### config.mk
export PLATFORM = sky130hd
export DESIGN_NAME = hana_i2c_rx
export DESIGN_NICKNAME = d
export VERILOG_FILES = /design/src/rtl/hana_i2c_rx.sv
export SDC_FILE = /design/constraint.sdc
export NUM_CORES = 1
export LEC_CHECK = 0
export CAP_MARGIN = 20
export CORE_UTILIZATION = 56
export CTS_BUF_LIST = sky130_fd_sc_hd__clkbuf_16
export DETAILED_ROUTE_END_ITERATION = 16
export PLACE_DENSITY_LB_ADDON = 0.08
export SETUP_SLACK_MARGIN = 0.15
export SYNTH_ARGS = -nofsm -noshare
export SYNTH_HDL_FRONTEND = slang
export SYNTH_SLANG_ARGS = --single-unit
export TNS_END_PERCENT = 5
### constraint.sdc
create_clock -name clk_48m -period 2.3 [get_ports clk_48m]
set_input_delay 0.46 -clock clk_48m [delete_from_list [all_inputs] [get_ports clk_48m]]
set_output_delay 0.46 -clock clk_48m [all_outputs]
set_load 0.01 [all_outputs]
### src/rtl/hana_i2c_rx.sv
// hana_i2c_rx: write-only I2C target. Filters SCL/SDA, detects START/STOP, ACKs
// frames addressed to DEV_ADDR and strobes out every received data byte.
module hana_i2c_rx #(
    parameter logic [6:0] DEV_ADDR  = 7'h70,
    parameter int         FILT_LEN  = 3,
    parameter int         MAX_BYTES = 15
) (
    input  logic       clk_48m,
    input  logic       rst,
    input  logic       i2c_scl_in,
    input  logic       i2c_sda_in,
    output logic       i2c_sda_oe,
    output logic [7:0] rx_data,
    output logic       rx_valid,
    output logic       rx_first,
    output logic       frame_done,
    output logic [3:0] frame_len,
    output logic       bus_busy
);
    localparam logic [2:0] FILT_LAST = 3'(FILT_LEN - 1);
    localparam logic [3:0] MAX_CNT   = 4'(MAX_BYTES);

    typedef enum logic [2:0] {IDLE, ADDR, ACK_A, DATA, ACK_D, IGNORE} state_t;
    state_t state, state_next;

    logic [1:0] scl_sync, sda_sync;
    logic [2:0] scl_cnt, sda_cnt;
    logic       scl_f, sda_f, scl_d, sda_d;
    logic       scl_rise, scl_fall, start, stop, byte_done, addr_ok;
    logic [6:0] shift;
    logic [7:0] byte_in;
    logic [2:0] bit_cnt;
    logic [3:0] byte_cnt;
    logic       matched, first, ack_en, ack_phase, ack_drive;

    always_ff @(posedge clk_48m) begin
        if (rst) begin
            scl_sync <= 2'b11;
            sda_sync <= 2'b11;
            scl_d    <= 1'b1;
            sda_d    <= 1'b1;
        end else begin
            scl_sync <= {scl_sync[0], i2c_scl_in};
            sda_sync <= {sda_sync[0], i2c_sda_in};
            scl_d    <= scl_f;
            sda_d    <= sda_f;
        end
    end

    // A filtered level only follows the synchronized pad after FILT_LEN
    // consecutive disagreeing samples.
    always_ff @(posedge clk_48m) begin
        if (rst) begin
            scl_f   <= 1'b1;
            scl_cnt <= '0;
        end else if (scl_sync[1] == scl_f) begin
            scl_cnt <= '0;
        end else if (scl_cnt == FILT_LAST) begin
            scl_f   <= scl_sync[1];
            scl_cnt <= '0;
        end else begin
            scl_cnt <= scl_cnt + 3'd1;
        end
    end

    always_ff @(posedge clk_48m) begin
        if (rst) begin
            sda_f   <= 1'b1;
            sda_cnt <= '0;
        end else if (sda_sync[1] == sda_f) begin
            sda_cnt <= '0;
        end else if (sda_cnt == FILT_LAST) begin
            sda_f   <= sda_sync[1];
            sda_cnt <= '0;
        end else begin
            sda_cnt <= sda_cnt + 3'd1;
        end
    end

    assign scl_rise  = scl_f & ~scl_d;
    assign scl_fall  = ~scl_f & scl_d;
    assign start     = scl_f & sda_d & ~sda_f;
    assign stop      = scl_f & ~sda_d & sda_f;
    assign byte_in   = {shift, sda_f};
    assign byte_done = scl_rise && (bit_cnt == 3'd7);
    assign addr_ok   = (byte_in[7:1] == DEV_ADDR) && !byte_in[0];

    always_ff @(posedge clk_48m) begin
        if (rst) state <= IDLE;
        else     state <= state_next;
    end

    always_comb begin
        state_next = state;
        if (start) begin
            state_next = ADDR;
        end else if (stop) begin
            state_next = IDLE;
        end else begin
            case (state)
                ADDR:         if (byte_done) state_next = addr_ok ? ACK_A : IGNORE;
                DATA:         if (byte_done) state_next = ACK_D;
                ACK_A, ACK_D: if (scl_fall && ack_phase) state_next = DATA;
                default:      state_next = state;
            endcase
        end
    end

    // START/STOP take priority over any SCL edge seen in the same cycle.
    always_ff @(posedge clk_48m) begin
        if (rst) begin
            shift      <= '0;
            bit_cnt    <= '0;
            byte_cnt   <= '0;
            matched    <= 1'b0;
            first      <= 1'b0;
            ack_en     <= 1'b0;
            ack_phase  <= 1'b0;
            ack_drive  <= 1'b0;
            rx_data    <= '0;
            rx_valid   <= 1'b0;
            rx_first   <= 1'b0;
            frame_done <= 1'b0;
            frame_len  <= '0;
            bus_busy   <= 1'b0;
        end else begin
            rx_valid   <= 1'b0;
            rx_first   <= 1'b0;
            frame_done <= 1'b0;
            if (start) begin
                bus_busy  <= 1'b1;
                bit_cnt   <= '0;
                byte_cnt  <= '0;
                matched   <= 1'b0;
                first     <= 1'b0;
                ack_phase <= 1'b0;
                ack_drive <= 1'b0;
            end else if (stop) begin
                bus_busy   <= 1'b0;
                bit_cnt    <= '0;
                ack_phase  <= 1'b0;
                ack_drive  <= 1'b0;
                matched    <= 1'b0;
                frame_done <= matched;
                if (matched) frame_len <= byte_cnt;
            end else begin
                if (scl_rise && (state == ADDR || state == DATA)) begin
                    shift   <= byte_in[6:0];
                    bit_cnt <= bit_cnt + 3'd1;
                end
                if (byte_done && state == ADDR && addr_ok) begin
                    matched <= 1'b1;
                    first   <= 1'b1;
                    ack_en  <= 1'b1;
                end
                if (byte_done && state == DATA) begin
                    rx_data  <= byte_in;
                    rx_valid <= 1'b1;
                    rx_first <= first;
                    first    <= 1'b0;
                    ack_en   <= (byte_cnt < MAX_CNT);
                    if (byte_cnt < MAX_CNT) byte_cnt <= byte_cnt + 4'd1;
                end
                // First SCL fall of the slot starts driving, the second ends it.
                if (scl_fall && (state == ACK_A || state == ACK_D)) begin
                    ack_phase <= ~ack_phase;
                    ack_drive <= ~ack_phase & ack_en;
                end
            end
        end
    end

    always_comb begin
        i2c_sda_oe = ack_drive;
        if (rst || start || stop) i2c_sda_oe = 1'b0;
    end
endmodule

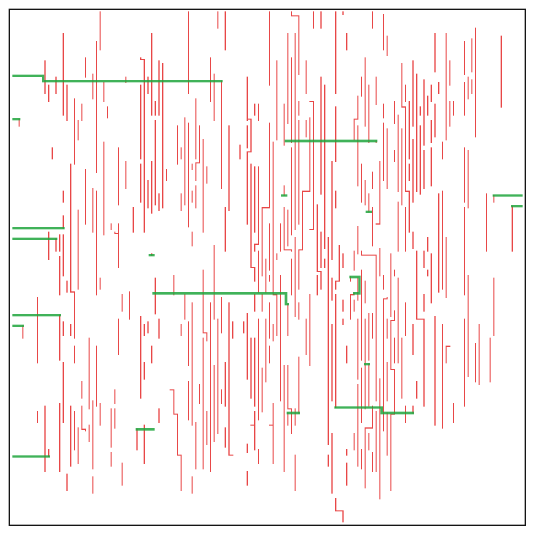
(run_1/wires.png)
(8 px per um) Two of the layers only.
| layer | color | wire length |
|---|---|---|
| metal 2 | red | 2080 um |
| metal 3 | green | 103 um |

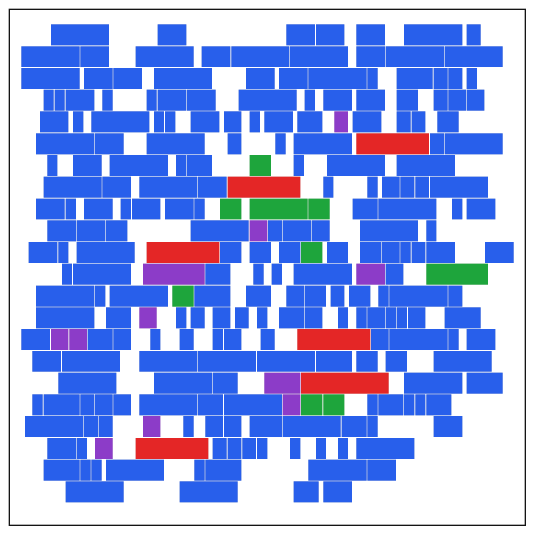
(run_1/sizes.png)
(8 px per um)
| size | color | cells | share | most used |
|---|---|---|---|---|
| _6 and larger | red | 6 | 2.4% | clkbuf_16 |
| _0 and _1 cells | blue | 223 | 90% | dfxtp_1 |
| _2 cells | purple | 11 | 4.4% | or2_2 |
| _3 and _4 cells | green | 9 | 3.6% | buf_4 |

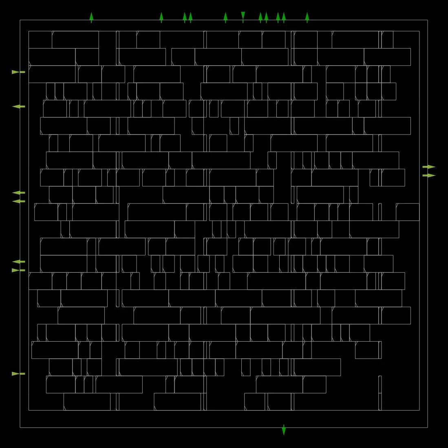
(run_1/placement.png)
Core Region: 3690 um^2
Well-Tap Cells: 48

==> run 1: power groups by stage <==
stage / Clock, mW / Sequential [mW] / Combinational, mW
6_report: 0.816 / 0.908 / 0.0327
5_1_grt: 0.852 / 0.908 / 0.0362
4_1_cts: 0.824 / 0.908 / 0.0331
3_5_place_dp: 0 / 0.928 / 0.0330
3_3_place_gp: 0 / 0.928 / 0.0318
2_1_floorplan: 0 / 0.928 / 0.0210
==> run 1: cell type report <==
class | instances | share of cell area
clock inverters | 3 | 0.0149
clock buffers | 5 | 0.0481
multi-input cells | 154 | 0.405
repair buffers | 27 | 0.0967
well taps | 48 | 0.0231
inverters | 8 | 0.0115
flip-flops and latches | 52 | 0.401
==> run 1: flip-flops by register name (all words and copies together) (netlist names) <==
register and flops:
rx_first 1, scl_cnt 3, scl_d 1, rx_valid 1, bit_cnt 3, byte_cnt 4
shift 7, sda_d 1, sda_f 1, frame_done 1, rx_data 8, state 3
frame_len 4, scl_sync 2, ack_en 1, sda_cnt 3, matched 1, ack_phase 1
sda_sync 2, ack_drive 1, first 1, bus_busy 1, scl_f 1
==> run 1: cells by family (layout without fill, tap and decap cells) <==
family / Yosys count / after routing / share of synthesized area
AOI/OAI and AO/OA: 31 / 31 / 0.0990
buffers and inverters: 18 / 43 / 0.0368
xor gates and xnor gates: 6 / 6 / 0.0242
DFF: 52 / 52 / 0.479
adders and majority gates: 7 / 7 / 0.0403
muxes: 21 / 21 / 0.0967
and+or+nand+nor: 89 / 89 / 0.224
==> run 1: synthesized netlist by cell type (all sizes together), types with 5 or more instances <==
cell type and number:
nand3b 5, or2 6, mux2i 21, nand2 8, inv 8, a21oi 11
nand2b 6, ha 7, clkbuf 6, nor3 7, nor2 36, dfxtp 52
==> notes.md, run 1 <==
run results: Post-Syn Instances 224, FF-to-FF Start bit_cnt[0], Core Util at FP 0.590, share of cells above drive strength 1 0.104, Slew HR 0.567, most instantiated logic cells after routing 51 x dfxtp_1, 35 x nor2_1, 21 x mux2i_1, Final GP Congestion 0.802, Detailed Route WL 4130 um, port buffer count 20, met2 usage 0.388, clk sinks 52, most numerous logic cell after layout dfxtp_1, via count 1641, Max Buffers Root-to-Sink 2, Top cells by area dfxtp_1 48%, mux2i_1 9.7%, nor2_1 6.0%, Critical Path Most Common Cell ha_1, GRT overflow 0, grt met3 use 0.0429, crit path buf inv count 0, area reported by Yosys stat 2170 um^2, Max VDD drop 0.478 mV, CTS Buf Count 5, endpoints failing hold 0, Seq pwr share 0.517, vias in the first global route 1585, worst slew pin tran 648 ps, Pleak 0.988 nW, met3 WL 102 um, hold_sp sda_sync[0], initial antenna violation count 0, share of async-settable or async-resettable flops after synthesis 0, Hold Path Class flip-flop to flip-flop, combinational share of power 0.019, reg2reg end byte_cnt[2], global-route wire length before repair 6890 um, CP delay by family, top simple AND/OR/NAND/NOR gates, vias per cell 5.53, Max stage delay on crit path 580 ps, crit-path max FO 5, Seq/Total Area, Yosys 0.479, power share of the clock group 0.465, Antenna Nets Post-Route 0, post-synth top area cell dfxtp_1, M1 WL 1880 um, drt wl/cell 13.9 um, IO Count 21, CP startpoint kind flip-flop, Fin Setup TNS 0 ps, Tmin final 2010 ps, clock slew at reported path FFs 60 ps, count of library flops with an enable pin 0, Layout fillers 297, PwrDens 675 nW/um^2, Setup WS post-layout 291 ps, CTS H-tree lvls 2, Crit path depth 6, outcome complete, no violations, syn_area_per_cell 9.71 um^2, die width 64.3 um, kind of critical path flip-flop to flip-flop, FF-to-FF setup slack 290 ps, CTS tree built, DP Worst Slack 110 ps, crit-path cells ha_1 > ha_1 > nand3b_1 > nor3b_1 > a21oi_1 > nor3_1, RSZ-0062 raised after global routing false, Crit-path slowest cell nor3b_1, critical path startpoint bit_cnt[0], num rows 22, cell-internal power 1.43 mW, cts hold-fix bufs 0, Post-CTS Setup Bufs 0, DIE AREA 4140 um^2, detailed placer's ending HPWL 2890 um
==> run_1/io_placement.png <==
(8 px per um) Pins as bars across the die edge, other pins in gray.
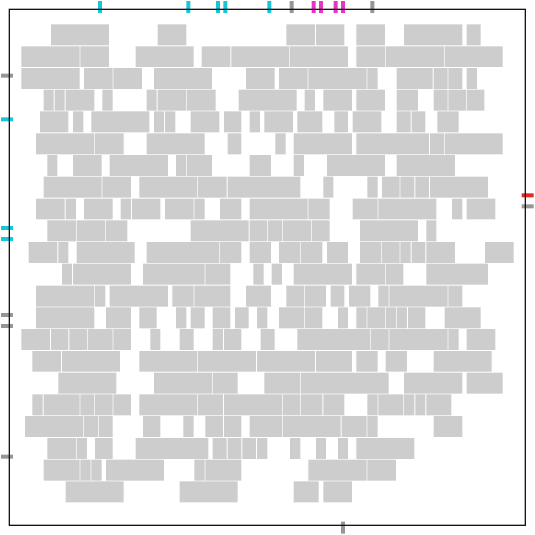

==> run 2, diff against run 1 <==
- CORE_UTILIZATION: 56 -> 50
- SLEW_MARGIN: not set -> 20
- clock period: 2.3 -> 1.7 ns (I/O delays scaled with it)
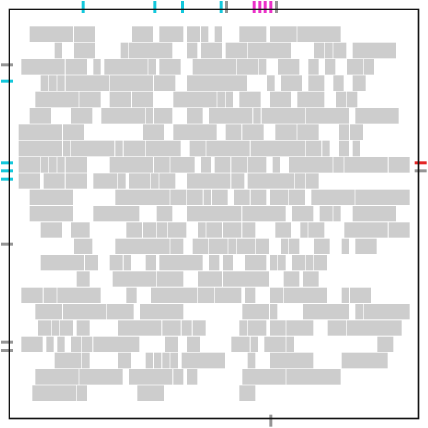
(run_2/io_placement.png)
(6 px per um) Pins as bars across the die edge, other pins in gray.
| port | color | pins | direction | edge |
|---|---|---|---|---|
| rx_data | cyan | 8 | output | 4 top, 4 left |
| frame_len | magenta | 4 | output | top |
| rx_valid | red | 1 | output | right |
all pins by edge: 10 top, 8 left, 2 right, 1 bottom
die width: 68.0 um
port buffer count: 20
Die H: 68.0 um

==> run 2 against run 1 <==
Via count rose by 1.4%. Global-route usage fell by 0.36 points. Critical path type unchanged. First-iteration DRC count did not move. Routed wire length rose by 9.7%.
==> notes.md, run 2 <==
run results: most instantiated logic cells after routing 45 x dfxtp_1, 35 x nor2_1, 21 x mux2i_1 (was 51 x dfxtp_1, 35 x nor2_1, 21 x mux2i_1), period utilisation layout 0.957 (was 0.874), # Cells Yosys 224 (unchanged), Cell Area, Placed 2530 um^2 (was 2440 um^2), max FFs per register 8 (unchanged), placed insts 298 (was 289), count leader, synth dfxtp_1 (unchanged), PwrDens 807 nW/um^2 (was 675 nW/um^2), cts hold-fix bufs 0 (unchanged), Largest Register rx_data (unchanged), IO Count 21 (unchanged), area reported by Yosys stat 2170 um^2 (unchanged), Multi-input gate area 1100 um^2 (was 1050 um^2), Mapped Nets 235 (unchanged), Latency at later pin 290 ps (about the same), syn_area_per_cell 9.71 um^2 (unchanged), global-route wire length before repair 7290 um (was 6890 um), Max Buffers Root-to-Sink 2 (unchanged), outcome complete, no violations (unchanged), clk sinks 52 (unchanged), vias in the first global route 1567 (was 1585), synth cell count leaders 52 x dfxtp_1, 35 x nor2_1, 21 x mux2i_1 (unchanged), Top cells by area dfxtp_1 48%, mux2i_1 9.7%, nor2_1 6.0% (unchanged), drt wl/cell 14.4 um (was 13.9 um), CTS tree built (unchanged), vias per cell 5.30 (was 5.53), worst slew pin tran 456 ps (was 648 ps), via count 1664 (was 1641), post-synth top area cell dfxtp_1 (unchanged), Worst Path Required 1870 ps (was 2510 ps), num rows 23 (was 22), CTS H-tree lvls 2 (unchanged), Pleak 1.11 nW (was 0.988 nW), Final Core Density 0.682 (was 0.705), crit-path max FO 5 (unchanged), Synth flops 52 (unchanged), Max VDD drop 0.492 mV (was 0.478 mV), Fin Setup TNS 0 ps (unchanged), endpoints failing hold 0 (unchanged), Tmin final 1630 ps (was 2010 ps), count of library flops with an enable pin 0 (unchanged), Root Driver clkbuf_16 (unchanged), Mapped Area 2170 um^2 (unchanged), Layout fillers 296 (was 297), Hold Path Class flip-flop to flip-flop (unchanged), share of async-settable or async-resettable flops after synthesis 0 (unchanged), most numerous logic cell after layout dfxtp_1 (unchanged), Antenna Nets Post-Route 0 (unchanged), yosys warning tally 0 (unchanged), ANT cells 0 (unchanged), share of cells above drive strength 1 0.205 (was 0.104), clock slew at reported path FFs 70 ps (was 60 ps), pins over their slew limit 0 (unchanged), Post-Syn Instances 224 (unchanged), CTS Buf Count 5 (unchanged), largest registers rx_data (8), shift (7) (unchanged), DIE AREA 4620 um^2 (was 4140 um^2), final std cells w/o fill 314 (was 297), Detailed Route WL 4530 um (was 4130 um), Core Util at FP 0.532 (was 0.590), DP Worst Slack -265 ps (was 110 ps), CP startpoint kind flip-flop (unchanged), Core Region 4090 um^2 (was 3690 um^2), Final GP Congestion 0.793 (was 0.802), RSZ-0062 raised after global routing true (was false), Seq/Total Area, Yosys 0.479 (unchanged), Final Net Count 274 (was 259), kind of critical path flip-flop to flip-flop (unchanged), Slew HR 0.692 (was 0.567), GRT overflow 0 (unchanged), kind of end point of the critical path flip-flop (unchanged), detailed placer's ending HPWL 3040 um (was 2890 um), initial antenna violation count 0 (unchanged)
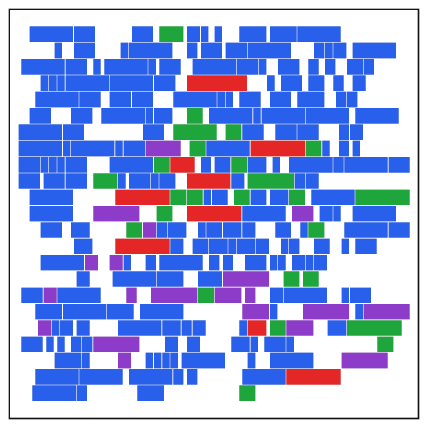
(run_2/sizes.png)
(6 px per um)
Setup WS post-layout: 73.7 ps
synth-to-layout area growth: 28.3%
fin area: 2790 um^2
Buffers, non-clock: 42

-- run 2: cell type report --
cell class              instances  share of cell area
flip-flops and latches         52               0.376
clock buffers                   5              0.0449
well taps                      50              0.0224
inverters                       8              0.0108
multi-input cells             154               0.394
clock inverters                 3             0.00628
repair buffers                 42               0.145
-- run 2: routing by layer --
metal,GRT usage,routed length (um)
met2,0.375,2290
met3,0.0433,163
met5,0,0
met1,0.257,2010
met4,0.0781,59
-- run 2: where the power goes --
group	internal [mW]	switching, mW	total (mW)
logic	0.0228	0.0280	0.0508
registers	1.22	0.00398	1.23
clock network	0.543	0.428	0.971
-- run 2: cell families after synthesis --
family          count (synthesis)  synth area share
flops                          52             0.479
compound gates                 31            0.0990
buf+inv                        18            0.0368
simple gates                   89             0.224
xor+xnor                        6            0.0242
fa+ha+maj                       7            0.0403
mux                            21            0.0967
-- run 2: worst max-delay path: stages, from the launching register on --
cell and delay (ps):
dfxtp_2 340, xor2_2 170, buf_4 140, buf_6 110
a211oi_4 230, buf_4 150, buf_12 110, mux2i_1 200
nor2_1 50
-- run 2: what timing repair did --
item / 4_1_cts / 5_1_grt
gates resized: 10 / 9
buffers inserted: 7 / 0
pin swaps: 5 / 5
setup endpoints to repair: 22 / 29
cloned: 1 / 0
-- run 2: path summary, 6_finish.rpt --
check	from	end	slack, ps	cells after the start
max	sda_f	rx_data[6]	70	8
min	scl_sync[0]	scl_sync[1]	410	1
max reg2reg	sda_f	rx_data[6]	70	8
min reg2reg	scl_sync[0]	scl_sync[1]	410	1
Power is estimated from default activity; no workload was simulated.
